File: src/rtl/msgdma_st_sink_checker_pkg.sv
// Shared types and constants for the mSGDMA stream sink checker.
//   sink_state_t : checker FSM states
//   LFSR_SEED    : backpressure LFSR reset value
//   LFSR_TAPS    : feedback mask (taps 16,14,13,11 -> bits 15,13,12,10)
//   LED_*        : bit positions inside led_status
package msgdma_sink_pkg;

  typedef enum logic [1:0] {
    S_IDLE  = 2'd0,
    S_ARMED = 2'd1,
    S_RUN   = 2'd2,
    S_DONE  = 2'd3
  } sink_state_t;

  localparam logic [15:0] LFSR_SEED = 16'hACE1;
  localparam logic [15:0] LFSR_TAPS = 16'hB400;

  localparam int LED_RUNNING = 0;
  localparam int LED_STICKY  = 1;
  localparam int LED_PASS    = 2;
  localparam int LED_DONE    = 3;

  // Fibonacci step: shift left, parity of the tapped bits enters at bit 0.
  function automatic logic [15:0] lfsr_step(input logic [15:0] s);
    return {s[14:0], ^(s & LFSR_TAPS)};
  endfunction

endpackage

File: src/rtl/msgdma_st_sink_checker_lfsr.sv
// Pseudo-random backpressure source.
//   clk, reset_n : clock, async active-low reset (LFSR returns to LFSR_SEED)
//   en           : 1 = ready follows the LFSR, 0 = ready always allowed
//   ready_o      : ready permission for the cycle AFTER the coming edge,
//                  so the parent can register it alongside its next state
// The LFSR free-runs every cycle regardless of what the parent is doing.
module st_backpressure_lfsr
  import msgdma_sink_pkg::*;
(
  input  logic clk,
  input  logic reset_n,
  input  logic en,
  output logic ready_o
);

  logic [15:0] lfsr_q, lfsr_d;

  always_comb lfsr_d = lfsr_step(lfsr_q);

  always_ff @(posedge clk or negedge reset_n) begin
    if (!reset_n) lfsr_q <= LFSR_SEED;
    else          lfsr_q <= lfsr_d;
  end

  // Look ahead one step: the registered ready then equals ~lfsr_q[0].
  assign ready_o = en ? ~lfsr_d[0] : 1'b1;

endmodule

File: config.mk
export PLATFORM = sky130hd
export DESIGN_NAME = st_backpressure_lfsr
export DESIGN_NICKNAME = d
export VERILOG_FILES = /design/src/rtl/msgdma_st_sink_checker_pkg.sv /design/src/rtl/msgdma_st_sink_checker_lfsr.sv
export SDC_FILE = /design/constraint.sdc
export NUM_CORES = 1
export LEC_CHECK = 0
export ABC_AREA = 1
export CAP_MARGIN = 20
export CORE_AREA = 10 10 47 49
export CTS_CLUSTER_SIZE = 30
export DETAILED_ROUTE_END_ITERATION = 7
export DIE_AREA = 0 0 57 59
export HOLD_SLACK_MARGIN = 0.08
export PLACE_DENSITY = 0.58
export SLEW_MARGIN = 40
export SYNTH_ARGS = -nofsm -noshare
export SYNTH_HDL_FRONTEND = slang
export SYNTH_SLANG_ARGS = --single-unit
File: constraint.sdc
create_clock -name clk -period 0.9 [get_ports clk]
set_input_delay 0.09 -clock clk [delete_from_list [all_inputs] [get_ports clk]]
set_output_delay 0.09 -clock clk [all_outputs]
set_load 0.01 [all_outputs]
==> flow_metrics.env <==
# source this file to load flow results
export IMPL_worst_setup_path_type="reg -> out"
export IMPL_gp_congestion=0.688
export IMPL_synth_yosys_seq_area_share_pct=83.7
export IMPL_ys_warn_count=0
export IMPL_relSlewSlack_pct=87.5
export IMPL_finalSetupViolCount=2
export IMPL_tritoncts="yes"
export IMPL_vias_per_cell=4.11
export IMPL_worstRegToRegCells=7
export IMPL_seq_power_mw=0.720
export IMPL_grt_pass1_wl_mm=1.31
export IMPL_ys_types=8
export IMPL_finalMaxSlewViolations=0
export IMPL_syn_avg_cell_area_um2=14.4
export IMPL_tightest_slew_ns=0.187
export IMPL_pwr_share_comb_pct=2.0
export IMPL_pre_cts_slack_ns=-0.606
export IMPL_timing_max_cap_violations=0
export IMPL_cts_resized_gates=5
export IMPL_inv_count=5
export IMPL_rr_endpoint="lfsr_q[0]"
export IMPL_r2r_start="lfsr_q[10]"
export IMPL_p_leak_nw=0.291
export IMPL_cts_sinks=16
export IMPL_reg_largest_list="lfsr_q: 16 flops"
export IMPL_regArea_um2=410
export IMPL_dominant_cells="sequential cells"
export IMPL_yosys_cells=34
export IMPL_failed_checks="setup timing"
export IMPL_grt_start_max_net_pins=17
export IMPL_numCtsBuffers=3
export IMPL_finalClockPeriodUsage_pct=159
export IMPL_peakVddDrop_mv=0.929
export IMPL_power_internal_mw=0.977
export IMPL_async_flop_share_pct=100
export IMPL_warnings=29
export IMPL_first_pass_iters=2
export IMPL_die_w_um=57
export IMPL_wl_met1_um=304
export IMPL_drive_above_1_share_pct=57.8
export IMPL_cts_path_max_buffers=2
export IMPL_overflow=0
export IMPL_min_path_type="in -> async"
export IMPL_fin_setup_tns_ns=-0.819
export IMPL_clk_share_pct=5.89
export IMPL_hold_viol_final=0
export IMPL_top_area_cell="dfstp_2"
export IMPL_buf_share_pct=9.96
export IMPL_regToRegSetupSlack_ns=-0.29
export IMPL_synth_area_um2=490
export IMPL_portBuffers=3
export IMPL_synthesis_nets=37
export IMPL_place_area_um2=563
export IMPL_crit_end="ready_o"
export IMPL_numSynthFlops=16
export IMPL_top_layer_used="met4"
export IMPL_cts_root_buf="clkbuf_4"
export IMPL_postRouteAntennaNets=0
export IMPL_seq_cell_count=16
export IMPL_switching_share_pct=19.1
export IMPL_power_frac_seq_pct=59.6
export IMPL_startpoint="lfsr_q[10]"
export IMPL_drc=0
export IMPL_pin_count=4
export IMPL_nets=49
export IMPL_first_global_vias=284
export IMPL_worst_slack_ns=-0.529
export IMPL_wl_met2_um=360
export IMPL_wl_met3_um=54
export IMPL_htree_levels=1
export IMPL_status="finished with violations"
export IMPL_ff_type="dfstp_2"
export IMPL_hold_ws_ns=0.102
export IMPL_seqAreaFraction_pct=66.7
export IMPL_final_core_util_pct=43.9
export IMPL_top_power_group="registers"
export IMPL_grt_use_met3_pct=3.22
export IMPL_synth_edff_count=0
export IMPL_num_multi_input_gates=13
export IMPL_top_cell_area_share_pct=42.9
export IMPL_comb_area_um2=68.8
export IMPL_top_usage_layer="met2"
[worst max-delay path, stage by stage, from the launching register on]
cell and delay (ns):
dfstp_2 0.60, nor2_2 0.06, nor2_2 0.10, nand2_1 0.06, nand2_2 0.07, nand2_2 0.05, buf_6 0.11
[cell usage in the layout, fill, tap and decap left out]
cell	count
nor2_2	2
nand2_2	4
inv_1	2
buf_6	1
buf_4	4
dfstp_2	8
inv_2	3
nand2_1	6
dfrtp_1	8
clkdlybuf4s50_1	2
clkbuf_4	3
clkbuf_8	1
xnor2_1	1
[kinds of logic after synthesis]
kind of cell | after synthesis | synth area share (%)
xor gates and xnor gates | 1 | 1.79
DFF | 16 | 83.7
buffers and inverters | 5 | 3.83
and+or+nand+nor | 12 | 10.7
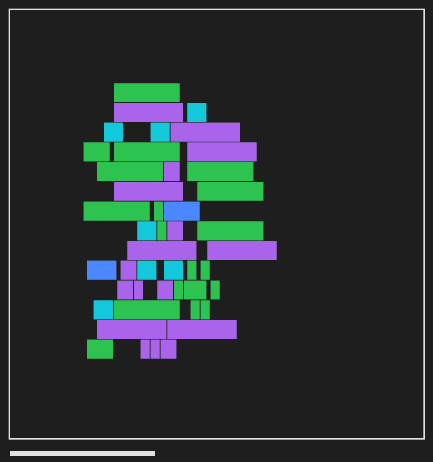
Figure 1: cell sizes after repair.
Scale bar: 20 µm.
cyan -> drive 3 to 4  # cells 7, most used buf_4
green -> drive 1 or less  # cells 19, most used dfrtp_1
purple -> drive 2  # cells 17, most used dfstp_2
blue -> drive 6 and up  # cells 2
bufs w/o clock: 7
final worst setup slack: -0.529 ns
final instance area: 616 µm²
Layout area overhead: 25.5%

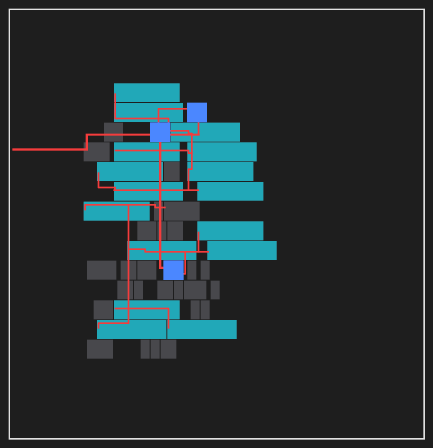
Figure 2: routed clock nets over the placement.
cyan -> flip-flops  # count 16
blue -> cells driving clock nets  # count 3
red -> clock wires  # length 179 µm
routed clock nets = 4
clock skew: 0.00708 ns
Clock group: 0.464 mW
clk ins delay skew pair: 0.29 ns
power share of the clock group: 38.4%

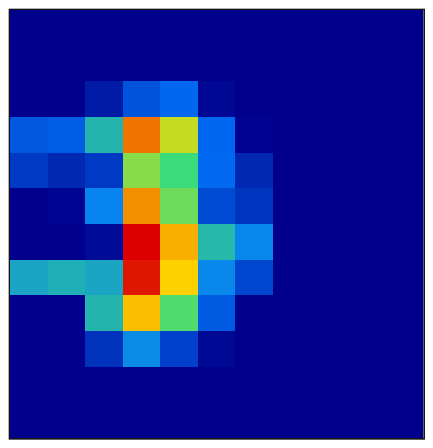
Figure 3: routed metal per tile.
11 x 12 tiles, from dark blue (low) to red (high), scaled to the fullest tile. Values are wire area over tile area, all layers added.
fullest tile = 0.32
mean over tiles = 0.036
densest ninth of the die = centre
nearly empty tiles = 70%
tiles over half the peak = 8.3%
Total GRT Usage: 5.47%
drt total wl: 739 µm
via count: 251
Avg WL per Cell: 12.1 µm

No activity file was given, so power comes from the tool's default toggle rates.
